==> src/rtl/audio_dsp_pkg.sv <==
// Shared audio DSP types and fixed-point helpers.
// Pure combinational helpers (no latency, no flow control).
package audio_dsp_pkg;

    typedef enum logic [1:0] {IDLE, MUL, SAT, DONE} gain_state_t;

    localparam int DEF_DATA_W = 16;
    localparam int DEF_COEF_W = 16;
    localparam int DEF_FRAC_W = 14;

    function automatic int unity(input int frac_w);
        return 1 << frac_w;
    endfunction

    // Arithmetic shift (truncation toward -inf) then clamp to a signed data_w range.
    function automatic logic signed [63:0] sat_shift(input logic signed [63:0] product,
                                                     input int frac_w, input int data_w);
        logic signed [63:0] y, maxv, minv;
        y    = product >>> frac_w;
        maxv = (64'sd1 <<< (data_w - 1)) - 64'sd1;
        minv = -(64'sd1 <<< (data_w - 1));
        if (y > maxv)      return maxv;
        else if (y < minv) return minv;
        return y;
    endfunction

    function automatic logic sat_clip(input logic signed [63:0] product,
                                      input int frac_w, input int data_w);
        return sat_shift(product, frac_w, data_w) != (product >>> frac_w);
    endfunction

endpackage

==> src/rtl/gain_sat_mul.sv <==
// Registered signed sample x gain multiply (1 cycle) with combinational shift/saturate/clip.
// No flow control: product loads whenever i_en is high.
module gain_sat_mul
    import audio_dsp_pkg::*;
#(
    parameter int DATA_W = DEF_DATA_W,
    parameter int COEF_W = DEF_COEF_W,
    parameter int FRAC_W = DEF_FRAC_W
) (
    input  logic                     clk,
    input  logic                     reset,
    input  logic                     i_en,
    input  logic signed [DATA_W-1:0] i_sample,
    input  logic signed [COEF_W-1:0] i_gain,
    output logic signed [DATA_W-1:0] o_y,
    output logic                     o_clip
);
    localparam int PW = DATA_W + COEF_W;

    logic signed [PW-1:0] r_product;

    always_ff @(posedge clk) begin
        if (reset) begin
            r_product <= '0;
        end else if (i_en) begin
            r_product <= PW'(i_sample) * PW'(i_gain);
        end
    end

    assign o_y    = DATA_W'(sat_shift(64'(r_product), FRAC_W, DATA_W));
    assign o_clip = sat_clip(64'(r_product), FRAC_W, DATA_W);

endmodule

==> src/rtl/audio_gain_mac_multi.sv <==
// Multi-channel ramped gain stage; one shared multiplier, out_valid 2*NUM_CH+1 cycles after sample_valid.
// No backpressure: a frame arriving while busy is dropped and flagged in sticky overrun.
module audio_gain_mac_multi
    import audio_dsp_pkg::*;
#(
    parameter int DATA_W    = DEF_DATA_W,
    parameter int COEF_W    = DEF_COEF_W,
    parameter int FRAC_W    = DEF_FRAC_W,
    parameter int NUM_CH    = 2,
    parameter int RAMP_STEP = 'h0040,
    localparam int CH_W     = (NUM_CH > 1) ? $clog2(NUM_CH) : 1
) (
    input  logic                     clk,
    input  logic                     reset,
    input  logic                     i_sample_valid,
    input  logic [NUM_CH*DATA_W-1:0] i_audio_in,
    input  logic                     i_gain_wr,
    input  logic [CH_W-1:0]          i_gain_ch,
    input  logic signed [COEF_W-1:0] i_gain_val,
    output logic [NUM_CH*DATA_W-1:0] o_audio_out,
    output logic                     o_out_valid,
    output logic                     o_busy,
    output logic [NUM_CH-1:0]        o_clip,
    output logic                     o_overrun
);
    localparam logic signed [COEF_W-1:0] UNITY  = COEF_W'(unity(FRAC_W));
    localparam logic signed [COEF_W:0]   STEP   = (COEF_W + 1)'(RAMP_STEP);
    localparam logic signed [COEF_W-1:0] STEP_C = COEF_W'(RAMP_STEP);
    localparam logic [CH_W-1:0]          LAST   = CH_W'(NUM_CH - 1);

    gain_state_t                r_state, w_state_nxt;
    logic [CH_W-1:0]            r_ch;
    logic [NUM_CH*DATA_W-1:0]   r_frame;
    logic [NUM_CH*DATA_W-1:0]   r_out;
    logic [NUM_CH-1:0]          r_clip;
    logic                       r_overrun;
    logic signed [COEF_W-1:0]   r_target [NUM_CH];
    logic signed [COEF_W-1:0]   r_cur    [NUM_CH];

    logic                       w_mul_en;
    logic signed [DATA_W-1:0]   w_sample;
    logic signed [DATA_W-1:0]   w_y;
    logic                       w_clip;
    logic signed [COEF_W-1:0]   w_tgt, w_cur, w_cur_nxt;
    logic signed [COEF_W:0]     w_d;

    assign w_sample = r_frame[32'(r_ch)*DATA_W +: DATA_W];

    gain_sat_mul #(
        .DATA_W (DATA_W),
        .COEF_W (COEF_W),
        .FRAC_W (FRAC_W)
    ) u_mul (
        .clk      (clk),
        .reset    (reset),
        .i_en     (w_mul_en),
        .i_sample (w_sample),
        .i_gain   (r_cur[r_ch]),
        .o_y      (w_y),
        .o_clip   (w_clip)
    );

    always_comb begin
        w_state_nxt = r_state;
        w_mul_en    = 1'b0;
        o_busy      = (r_state != IDLE);
        o_out_valid = 1'b0;
        case (r_state)
            IDLE: if (i_sample_valid) w_state_nxt = MUL;
            MUL: begin
                w_mul_en    = 1'b1;
                w_state_nxt = SAT;
            end
            SAT:  w_state_nxt = (r_ch == LAST) ? DONE : MUL;
            DONE: begin
                o_out_valid = 1'b1;
                w_state_nxt = IDLE;
            end
            default: w_state_nxt = IDLE;
        endcase
    end

    // Ramp reads the target before any same-cycle write lands, so a concurrent gain_wr waits a frame.
    always_comb begin
        w_tgt     = r_target[r_ch];
        w_cur     = r_cur[r_ch];
        w_d       = {w_tgt[COEF_W-1], w_tgt} - {w_cur[COEF_W-1], w_cur};
        w_cur_nxt = w_tgt;
        if (RAMP_STEP != 0 && (w_d > STEP || w_d < -STEP)) begin
            w_cur_nxt = w_d[COEF_W] ? (w_cur - STEP_C) : (w_cur + STEP_C);
        end
    end

    always_ff @(posedge clk) begin
        if (reset) begin
            r_state   <= IDLE;
            r_ch      <= '0;
            r_frame   <= '0;
            r_out     <= '0;
            r_clip    <= '0;
            r_overrun <= 1'b0;
            for (int k = 0; k < NUM_CH; k++) begin
                r_target[k] <= UNITY;
                r_cur[k]    <= UNITY;
            end
        end else begin
            r_state <= w_state_nxt;
            if (i_sample_valid && r_state == IDLE) begin
                r_frame <= i_audio_in;
                r_ch    <= '0;
            end
            if (i_sample_valid && r_state != IDLE) begin
                r_overrun <= 1'b1;
            end
            if (i_gain_wr && 32'(i_gain_ch) < NUM_CH) begin
                r_target[i_gain_ch] <= i_gain_val;
            end
            if (r_state == SAT) begin
                r_out[32'(r_ch)*DATA_W +: DATA_W] <= w_y;
                r_clip[r_ch]                      <= w_clip;
                r_cur[r_ch]                       <= w_cur_nxt;
                if (r_ch != LAST) r_ch <= r_ch + 1'b1;
            end
        end
    end

    assign o_audio_out = r_out;
    assign o_clip      = r_clip;
    assign o_overrun   = r_overrun;

endmodule
==> config.mk <==
export PLATFORM = sky130hd
export DESIGN_NAME = audio_gain_mac_multi
export DESIGN_NICKNAME = d
export VERILOG_FILES = /design/src/rtl/audio_dsp_pkg.sv /design/src/rtl/gain_sat_mul.sv /design/src/rtl/audio_gain_mac_multi.sv
export SDC_FILE = /design/constraint.sdc
export NUM_CORES = 1
export LEC_CHECK = 0
export CAP_MARGIN = 20
export CORE_MARGIN = 4
export CORE_UTILIZATION = 55
export CTS_CLUSTER_SIZE = 30
export DETAILED_ROUTE_END_ITERATION = 12
export GPL_ROUTABILITY_DRIVEN = 0
export PLACE_DENSITY = 0.74
export SETUP_SLACK_MARGIN = 0.1
export SLEW_MARGIN = 20
export SYNTH_ARGS = -nofsm -noshare
export SYNTH_HDL_FRONTEND = slang
export SYNTH_HIERARCHICAL = 1
export SYNTH_SLANG_ARGS = --single-unit
==> constraint.sdc <==
create_clock -name clk -period 8.6 [get_ports clk]
set_input_delay 1.29 -clock clk [delete_from_list [all_inputs] [get_ports clk]]
set_output_delay 1.29 -clock clk [all_outputs]
set_load 0.1 [all_outputs]
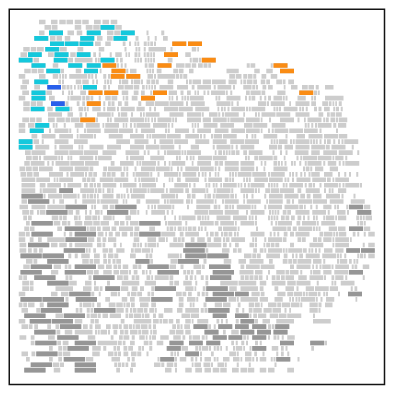
(run_1/flops_by_reg.png)
(2 px per um) Other sequential cells in the stronger grey, the rest of the logic in the fainter grey.
[blue] `o_clip` | sequential cells: 2
[orange] `u_mul/r_product` | sequential cells: 18
[cyan] `o_audio_out` | sequential cells: 32 | where: north-west
not coloured: 100

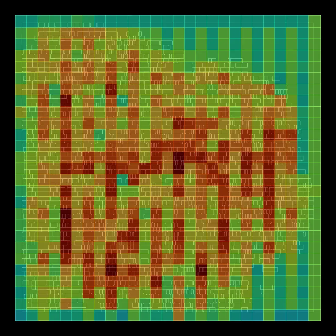
(run_1/congestion.png)
GRT Util Overall: 25.3%
post-layout util: 61.2%

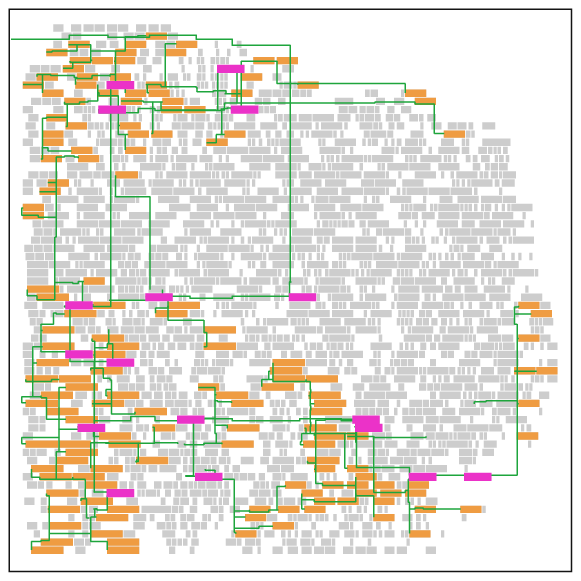
(run_1/clk_routes.png)
(3 px per um)
[orange] flip-flops | count: 152
[magenta] clock drivers | count: 17
[green] clock wires | length: 2,330 um
flops lie: all over the die

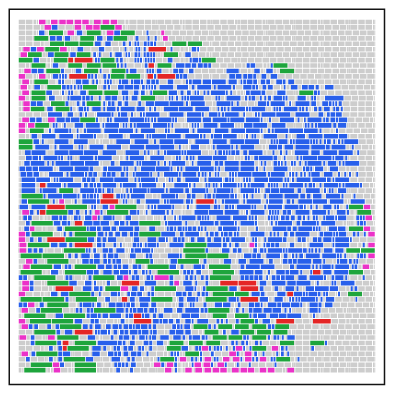
(run_1/placement_by_type.png)
(2 px per um) Fill, decap, tap and diode cells in grey.
[magenta] remaining buffers and delay cells | cells: 100 | share of their area: 5.2%
[green] sequential cells | cells: 152 | share of their area: 20%
[red] clock drivers and dummy loads | cells: 32 | share of their area: 3.2%
[blue] combinational and other logic | cells: 1,657 | share of their area: 72%

==> run summary, run 1 <==
I/O pin count = 90
Number of enable flip-flop cells = 64
Pint = 2030 uW
Largest power group = combinational cells
Layout area overhead = 9.76%
PostCTS Resize Cnt = 0
Final #Nets = 2,345
# port buffers = 89
Fmax = 128 MHz
R2r worst-path depth = 21
Slew headroom = 31.5%
Clock Skew = 13.1 ps
Clk slew on worst S/H paths = 70 ps
Seq pwr = 894 uW
Drt first-iter violations = 744
Vias in the first global route = 14,400
Hold buffers post-CTS = 0
Combinational gate area = 12,200 um^2
Layout fillers = 2,643
Status = finished, final reports clean
Horiz. Die Dim = 187 um
Period minus WS final = 7830 ps
Critical path capture point = u_mul/r_product[30]
Layout cells sized above 1 = 6.29%
Insertion Delay late pin = 460 ps
Psw = 1640 uW
DR top layer = met4
Hold path endpoint = r_frame[18]
Antenna viol nets, final = 0
Mapped Nets = 2,315
Synth Seq Share = 20.9%
CP max FO = 19
WP buf/inv = 5
Critical Path Source = r_ch
Core Density at Floorplan = 55.8%
Hold wc startpoint = r_frame[18]
Clk sinks = 152
GRT overflow = 0
Post-CTS Setup Bufs = 0
Synth warn = 6
DIE HEIGHT = 187 um
M2 GR Usage = 43.6%
Mapped Cells = 1,898
Tot Pwr = 3670 uW
Initial antenna violation count = 0
Crit. End Element = flip-flop
Setup WS post-layout = 773 ps
Placed Area = 18,700 um^2
P per Cell Area = 190 nW/um^2
DR WL met2 = 21,200 um
Hold path depth = 2
Hold WC Path Type = reg2reg
WP depth = 21
Post-Route M1 WL = 17,300 um
Data required time at the worst endpoint = 8940 ps
Distinct cells, synth = 82
Wire per inst = 18.0 um
Final Hold Viols = 0
Top cells excl fill/tap = inv_1, fa_1, nand2_1, and2_1, ha_1
Yosys Chip Area = 17,600 um^2
Total CTS buffers = 17
Setup CP Type = reg2reg
GRT Max-Usage Layer = met2
Leakage power = 0.00868 uW
Cell Area, Synth = 17,600 um^2
Most frequent CP cell = fa_1
CP max stage cell = dfxtp_2
Via density = 5.60
Core area = 31,600 um^2
Peak VDD IR = 159 uV
Top-area cell share = 29.8%
Tool Warnings = 26
## run 1: final cells by class
class	count	area share, %
clock buffer	19	2.46
multi-input combinational	1309	63.3
tap	402	2.60
clock inverter	13	0.648
inverter	348	6.76
sequential	152	19.1
timing repair buffer	100	5.10
## run 1: cells by family (layout without fill, tap and decap cells)
| group | Yosys count | after routing | share of synthesized area (%) |
|---|---|---|---|
| compound gates | 258 | 258 | 10.4 |
| xor+xnor | 37 | 37 | 1.84 |
| fa+ha+maj | 364 | 364 | 37.1 |
| buf+inv | 437 | 480 | 9.60 |
| flops | 152 | 152 | 20.9 |
| mux | 56 | 56 | 3.43 |
| simple gates | 594 | 594 | 16.7 |
==> inputs of run 2 (changes only) <==
--- a/config.mk
+++ b/config.mk
@@ -16,5 +16,5 @@
 export SLEW_MARGIN = 20
 export SYNTH_ARGS = -nofsm -noshare
 export SYNTH_HDL_FRONTEND = slang
-export SYNTH_HIERARCHICAL = 1
 export SYNTH_SLANG_ARGS = --single-unit
+export TNS_END_PERCENT = 5
==> run 2 against run 1 <==
  * Non-clock buffer count up 16
  * Fmax down 3.1%
  * Sequential power down 3.6%
  * Clock power up 5.3%
==> run summary, run 2 <==
Placed Area = 18,300 um^2 (-2.4%)
Setup WS post-layout = 526 ps (-248 ps)
Seq pwr = 862 uW (-3.6%)
Final #Nets = 2,349 (+0.17%)
Mapped Cells = 1,854 (-2.3%)
Tot Pwr = 3680 uW (+0.39%)
P per Cell Area = 195 nW/um^2 (+2.6%)
Fmax = 124 MHz (-3.1%)
Via density = 5.61 (+0.19%)
Status = finished, final reports clean
CP max FO = 59 (+40)
Distinct cells, synth = 64 (-22%)
Clk sinks = 152 (unchanged)
WP buf/inv = 5 (unchanged)
WP depth = 24 (+14%)
Sequential cell area share = 19.5% (+0.43 points)
Critical path capture point = u_mul.r_product[27]
CP max stage cell = dfxtp_4
Buffering overhead = 5.76% (+0.66 points)
Synth warn = 0 (-6)
Adder Share, Synth = 38.7% (+1.7 points)
Comb area share = 61.8% (-1.6 points)
R2r worst-path depth = 24 (+14%)
# port buffers = 89 (unchanged)
Slew headroom = 31.1% (-0.38 points)
Plain + repair buffers = 116 (+16%)
Simple-gate share of the synthesized area = 15.5% (-1.3 points)
Leakage power = 0.00876 uW (+0.86%)
Peak VDD IR = 271 uV (+70%)
Inverters = 355 (+2.0%)
Top cells excl fill/tap = inv_1, nand2_1, fa_1, nor2_1, ha_1
Main logic family after synthesis = adder cells
Total CTS buffers = 17 (unchanged)
Period minus WS final = 8070 ps (+248 ps)
GRT overflow = 0 (unchanged)
CLK BUF = 17 (-2)
Layout fillers = 2,450 (-7.3%)
Flip-flops = 152 (unchanged)
Mux cell area share = 5.23% (+1.8 points)
Number of enable flip-flop cells = 64 (unchanged)
Vias in the first global route = 13,900 (-4.0%)
Horiz. Die Dim = 183 um (-1.9%)
PostCTS Resize Cnt = 0 (unchanged)
-- run 2: cell count changes in the layout (fill, tap and decap cells not counted), moves of 8 or more --
cell / before / now
a22o_1: 35 / 5
buf_4: 9 / 27
nor2_1: 83 / 189
nor3_1: 40 / 18
mux2i_1: 21 / 43
and2_1: 150 / 33
nand2_1: 224 / 264
o21ai_0: 22 / 54
mux2_2: 35 / 27
nor3b_1: 4 / 16
mux2_4: 0 / 10
o21ai_1: 11 / 1
a211oi_1: 12 / 4
-- run 2: worst min-delay path, cell delays in order (launching register included) --
cell and delay (ps):
dfxtp_1 310, nand2_1 50, a21oi_1 50
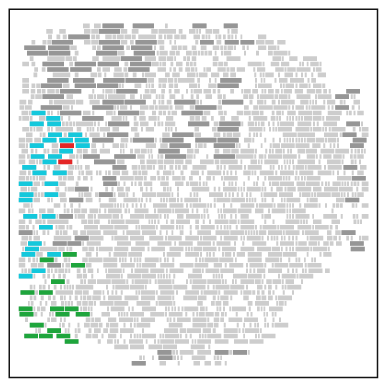
(run_2/flops_by_reg.png)
(2 px per um) Other sequential cells in the stronger grey, the rest of the logic in the fainter grey.
[red] `o_clip` | sequential cells: 2
[green] `u_mul.r_product` | sequential cells: 18 | where: south-west
[cyan] `o_audio_out` | sequential cells: 32

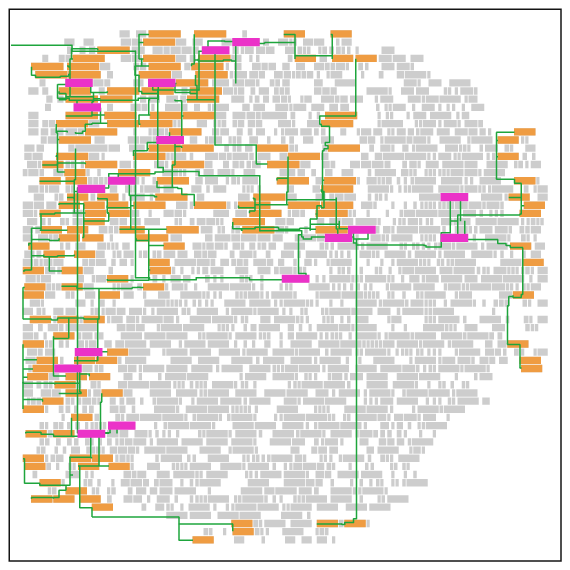
(run_2/clk_routes.png)
(3 px per um)
[green] clock wires | length: 2,280 um
[magenta] clock drivers | count: 17
[orange] flip-flops | count: 152
routed clock nets: 18

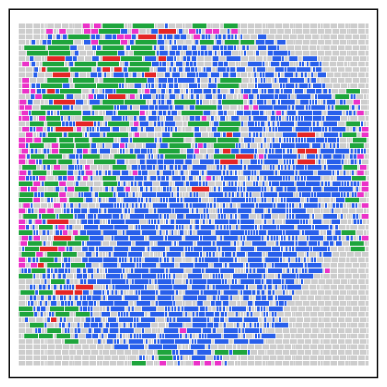
(run_2/placement_by_type.png)
(2 px per um) Fill, decap, tap and diode cells in grey.
[red] clock drivers and dummy loads | cells: 32 | share of their area: 3.4%
[green] sequential cells | cells: 152 | share of their area: 20%
[blue] combinational and other logic | cells: 1,643 | share of their area: 71%
[magenta] remaining buffers and delay cells | cells: 116 | share of their area: 5.9%

==> run_2/power_grid.png <==
(2 px per um) Pins as bars on the die edge.
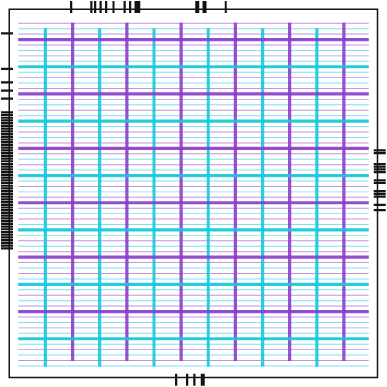

==> inputs of run 3 (changes only) <==
--- a/config.mk
+++ b/config.mk
@@ -6,12 +6,14 @@
 export NUM_CORES = 1
 export LEC_CHECK = 0
 export CAP_MARGIN = 20
+export CELL_PAD_IN_SITES_DETAIL_PLACEMENT = 0
+export CELL_PAD_IN_SITES_GLOBAL_PLACEMENT = 1
 export CORE_MARGIN = 4
-export CORE_UTILIZATION = 55
+export CORE_UTILIZATION = 49
 export CTS_CLUSTER_SIZE = 30
 export DETAILED_ROUTE_END_ITERATION = 12
 export GPL_ROUTABILITY_DRIVEN = 0
-export PLACE_DENSITY = 0.74
+export PLACE_DENSITY = 0.83
 export SETUP_SLACK_MARGIN = 0.1
 export SLEW_MARGIN = 20
 export SYNTH_ARGS = -nofsm -noshare
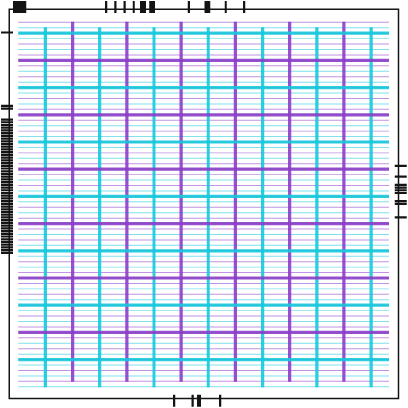
(run_3/power_grid.png)
(2 px per um) Pins as bars on the die edge.
[purple] VDD
[cyan] VSS
met1 rails: 68
met5 straps: 13

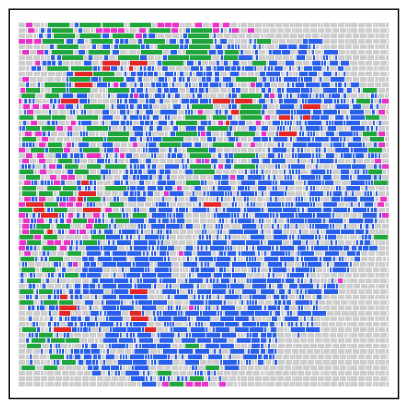
(run_3/placement_by_type.png)
(2 px per um) Fill, decap, tap and diode cells in grey.
[red] clock drivers and dummy loads | cells: 32 | share of their area: 3.3%
[blue] combinational and other logic | cells: 1,643 | share of their area: 70%
[green] sequential cells | cells: 152 | share of their area: 20%
[magenta] remaining buffers and delay cells | cells: 122 | share of their area: 6.2%

==> run 3 against run 2 <==
  * First-iteration DRC count is 1.9% higher
  * Sequential share of layout area is 0.12 points lower
  * Largest power group unchanged
  * Flip-flop count unchanged
  * Register-to-register slack improved by 250 ps
==> run summary, run 3 <==
Status = finished, final reports clean
Setup TNS = 0 ps
Setup CP Type = reg2reg
Placed Area = 18,400 um^2 (+0.62%)
Die area = 37,600 um^2
GRT overflow = 0 (unchanged)
Number of enable flip-flop cells = 64 (unchanged)
Synth warn = 0 (unchanged)
DR WL met2 = 22,100 um
Comb area share = 61.4% (-0.38 points)
Plain + repair buffers = 122 (+5.2%)
Clock Root Buffer = clkbuf_16
P per Cell Area = 195 nW/um^2 (-0.14%)
Final Hold Viols = 0
CLK BUF = 18 (+1)
Distinct cells, synth = 64 (unchanged)
Mapped Avg Cell Area = 9.13 um^2
Fmax = 128 MHz (+3.2%)
Mux cell area share = 5.23% (unchanged)
Drt pass-1 iters = 7
Slew headroom = 32.3% (+1.2 points)
Flip-flops = 152 (unchanged)
Hold WC Path Type = reg2reg
CP max FO = 24 (-59%)
Simple-gate share of the synthesized area = 15.5% (unchanged)
Crit. End Element = flip-flop
PostCTS Resize Cnt = 0 (unchanged)
Mapped Nets = 2,273
Final #Nets = 2,355 (+0.26%)
GRT Max-Usage Layer = met2
Total CTS buffers = 17 (unchanged)
Adder Share, Synth = 38.7% (unchanged)
Leakage power = 0.00878 uW (+0.31%)
Setup WS post-layout = 776 ps (+250 ps)
Yosys cell count = 1,854
Final Cell Area = 19,000 um^2
First-pass GRT wire length = 75,200 um
Max Cap Viol = 0
Worst R2R End = u_mul.r_product[30]
Layout fillers = 2,983 (+22%)
CP max stage cell = fa_1
R2r worst-path depth = 22 (-8.3%)
Hold buffers post-CTS = 0
Most common cell in the netlist = inv_1
Layout area overhead = 12.4%
Initial antenna violation count = 0
Hold wc startpoint = u_mul.r_product[18]
Inverters = 355 (unchanged)
Vias in the first global route = 13,600 (-1.8%)
Post-synthesis xor/xnor area fraction = 2.17%
Main logic family after synthesis = adder cells
Peak VDD IR = 216 uV (-20%)
Critical path's largest stage delay = 890 ps
Worst slew pin tran = 1010 ps
Pins Over Slew Limit = 0
# port buffers = 89 (unchanged)
Core area = 33,800 um^2
Period minus WS final = 7820 ps (-250 ps)
Tot Pwr = 3700 uW (+0.50%)
Via density = 5.39 (-3.9%)
Final-layout clock-cell area share = 3.25%
Clk sinks = 152 (unchanged)
Most instantiated logic cell after routing = inv_1
Top cells excl fill/tap = inv_1, nand2_1, fa_1, nor2_1, ha_1
DR vias = 12,900
Buffering overhead = 6.03% (+0.27 points)
Cell Area, Synth = 16,900 um^2
Synth area leader = fa_1
Worst path arrival time = 8200 ps
Sequential cell area share = 19.4% (-0.12 points)
Most frequent cells after synthesis = inv_1, nand2_1, fa_1
Horiz. Die Dim = 194 um (+5.7%)
Mapped Cells = 1,854 (unchanged)
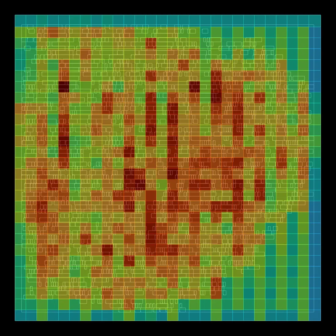
(run_3/congestion.png)
M2 GR Usage: 40.8%
GRT Util Overall: 25.6%
met3 GRT Util: 6.72%
wire per inst: 19.7 um
post-layout util: 56.3%

run 3: report_power, final:
part           total, uW  internal, uW  switching [uW]
sequential           859           815            44.0
combinational       2040           745            1290
clock                802           412             390
total               3700          1970            1730
run 3: worst max-delay path by stage:
stage,startpoint,endpoint,cells past startpoint
after global routing,r_ch,u_mul.r_product[30],22
after CTS,r_ch,u_mul.r_product[30],22
after global placement,r_ch,u_mul.r_product[27],23
after floorplan,r_ch,u_mul.r_product[27],25
after detailed placement,r_ch,u_mul.r_product[30],22
final,r_ch,u_mul.r_product[30],22
run 3: critical path: cells and delay by family (launching register included):
family	cells	cell delay, ps
flip-flops	1	600
AND-OR/OR-AND	5	1430
multiplexers	1	530
AND/OR/NAND/NOR	4	440
buffers and inverters	4	670
XOR/XNOR	1	160
adder cells (fa/ha/maj)	7	3880
Power and IR drop assume default switching activity.
